layer_met1.png
Scale bar: 50 um. Supply wires on this layer in grey.
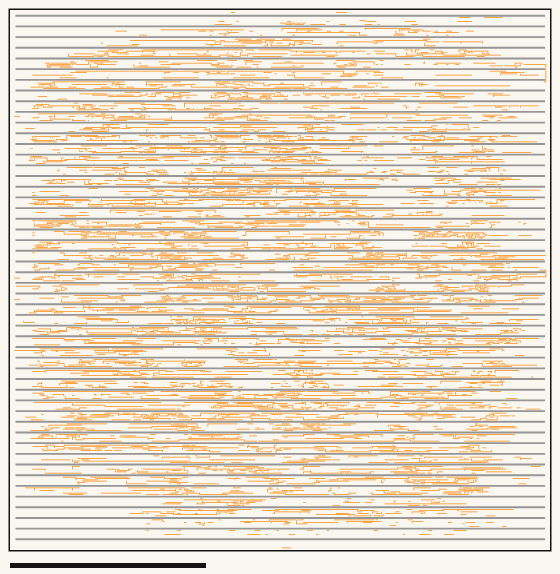
layer_met4.png
Scale bar: 50 um. Supply wires on this layer in grey.
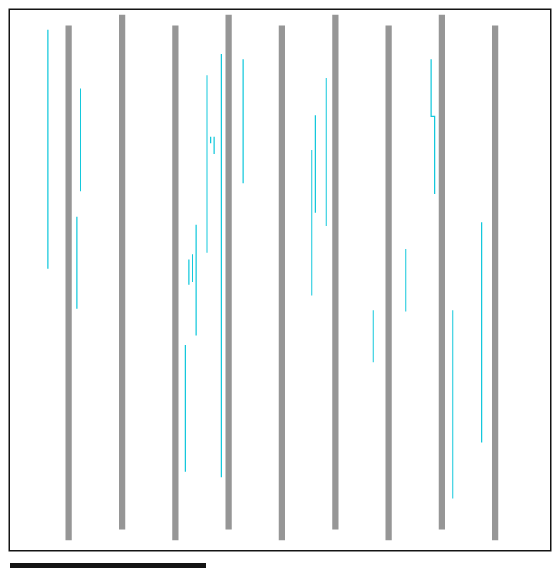
layer_met2.png
Scale bar: 50 um.
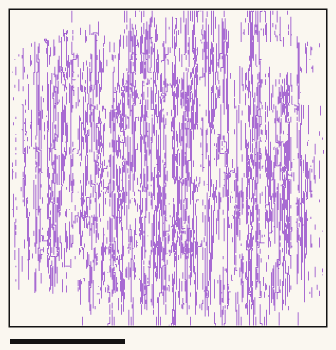
congestion.png
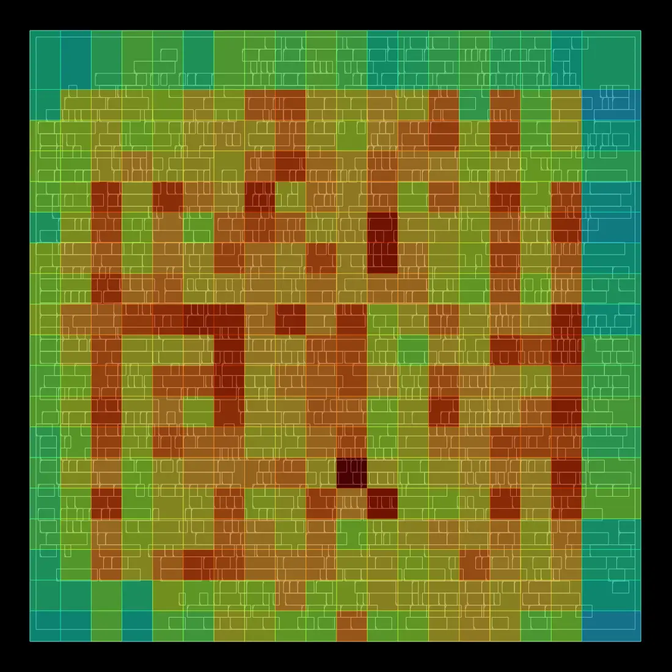
layer_met3.png
Cells faint in the background.
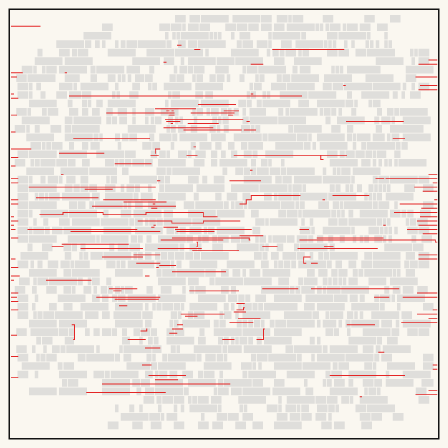
Design blake2_host_tx, sky130hd; sources not shown.
==> impl_metrics.xml <==
<?xml version="1.0" encoding="UTF-8"?>
<metrics>
  <group name="synthesis">
    <metric name="postSynthCellCount" unit="">1043</metric>
    <metric name="number_of_warnings_reported_in_the_yosys_synthesis_log" unit="">0</metric>
    <metric name="synthMuxAreaShare" unit="">0.07240</metric>
    <metric name="yosys-stat-cells" unit="">1043</metric>
    <metric name="yosys.stat.seqShare" unit="">0.4984</metric>
    <metric name="synth_adder_area_share" unit="">0.01463</metric>
  </group>
  <group name="final_timing">
    <metric name="final.min_clock_period" unit="ns">6.690</metric>
    <metric name="timing.final.max_slew_violations" unit="">0</metric>
    <metric name="fin_crit_sh" unit="">0.6027</metric>
    <metric name="tightest_slew" unit="ns">1.226</metric>
    <metric name="finalWorstSetupSlack" unit="ns">4.410</metric>
  </group>
  <group name="hold_path">
    <metric name="whs_path_depth" unit="">2</metric>
  </group>
  <group name="power_and_ir_drop">
    <metric name="netSwitchingPower" unit="mW">0.9299</metric>
    <metric name="seq_power_share" unit="">0.439</metric>
    <metric name="p_total" unit="mW">2.741</metric>
    <metric name="power_leader" unit="">registers</metric>
    <metric name="vdd_ir_drop_max" unit="mV">0.1430</metric>
    <metric name="cellLeakagePower" unit="nW">5.094</metric>
    <metric name="power_report.internal_total" unit="mW">1.811</metric>
    <metric name="combinationalPowerShare" unit="">0.270</metric>
  </group>
  <group name="worst_setup_path">
    <metric name="ff2ff_path_depth" unit="">7</metric>
    <metric name="regToRegSetupSlack" unit="ns">7.55</metric>
    <metric name="worstPathArrival" unit="ns">3.36</metric>
  </group>
  <group name="drt">
    <metric name="wl_met3" unit="um">1594</metric>
    <metric name="drt_drc_violations_left" unit="">0</metric>
    <metric name="drt_first_pass_iters" unit="">5</metric>
    <metric name="routed-wl-met2" unit="um">12120</metric>
  </group>
  <group name="place">
    <metric name="hpwl" unit="um">17630</metric>
    <metric name="placement.setup.worst_slack" unit="ns">4.267</metric>
    <metric name="post-place-cells" unit="">1345</metric>
    <metric name="placedInstanceArea" unit="um2">11430</metric>
  </group>
  <group name="outcome">
    <metric name="status" unit="">complete, no violations</metric>
  </group>
  <group name="global_route">
    <metric name="number_of_global_route_vias_before_repair" unit="">8120</metric>
    <metric name="grt_antenna_before_repair" unit="">0</metric>
    <metric name="global_route.usage.total" unit="">0.2858</metric>
    <metric name="first_pass_grt_wire_length" unit="um">42070</metric>
  </group>
  <group name="layout">
    <metric name="inverters_excl_clock" unit="">24</metric>
    <metric name="post-route-cell-area" unit="um2">12220</metric>
  </group>
  <group name="floorplanning">
    <metric name="design.core.area" unit="um2">17960</metric>
  </group>
  <group name="clock_network">
    <metric name="clock_tree_from_tritoncts" unit="">done</metric>
  </group>
</metrics>
-- layer_met1.png (at the start) --
share of all routed wire: 44%
nets with wire on the layer: 1133
fraction of met1 tracks used by global routing: 0.4127
wirelength, routed: 25780 um

-- layer_met4.png (at the start) --
nets with wire on the layer: 16
wire length on this layer: 637 um
longest straight run: 107 um
Via Count: 8409

-- layer_met2.png (at the start) --
longest straight run: 51.8 um
nets with wire on the layer: 1033
main direction: vertical
met2 track utilization from global routing: 0.4495

-- congestion.png (at the start) --
utilization of the core after routing: 0.6804
per-cell routed wire length: 18.63 um
busiest grt layer: met2

-- layer_met3.png (at the start) --
main direction: horizontal
share of all routed wire: 6.2%
met3 global-route usage: 0.03753

## critical path: stages (launching register included)
cell and delay, ns:
dfrtp_1 0.57, nor4_1 0.57, nor4b_4 0.36, nand4_1 0.39, o21bai_1 0.25, a21oi_1 0.09
buf_4 0.18, clkdlybuf4s50_1 0.45
## synthesized netlist by cell type, drive strengths merged (4+ instances only)
library cell    n
a31oi           5
dfrtp         201
o21ai         100
inv            24
or2             4
nand3b          5
clkbuf         42
nand3          45
o311ai         17
nand2         162
a22oi           8
mux2i          73
or3            24
nor3           36
a211oi          6
a21o            6
and2            4
and3            6
o41ai           5
o221ai          4
a21oi          21
nand4          13
ha             11
nand2b         14
o21a            6
or4            12
buf            15
nor4           17
nor2           67
xor2            4
xnor2           8
o211ai         40
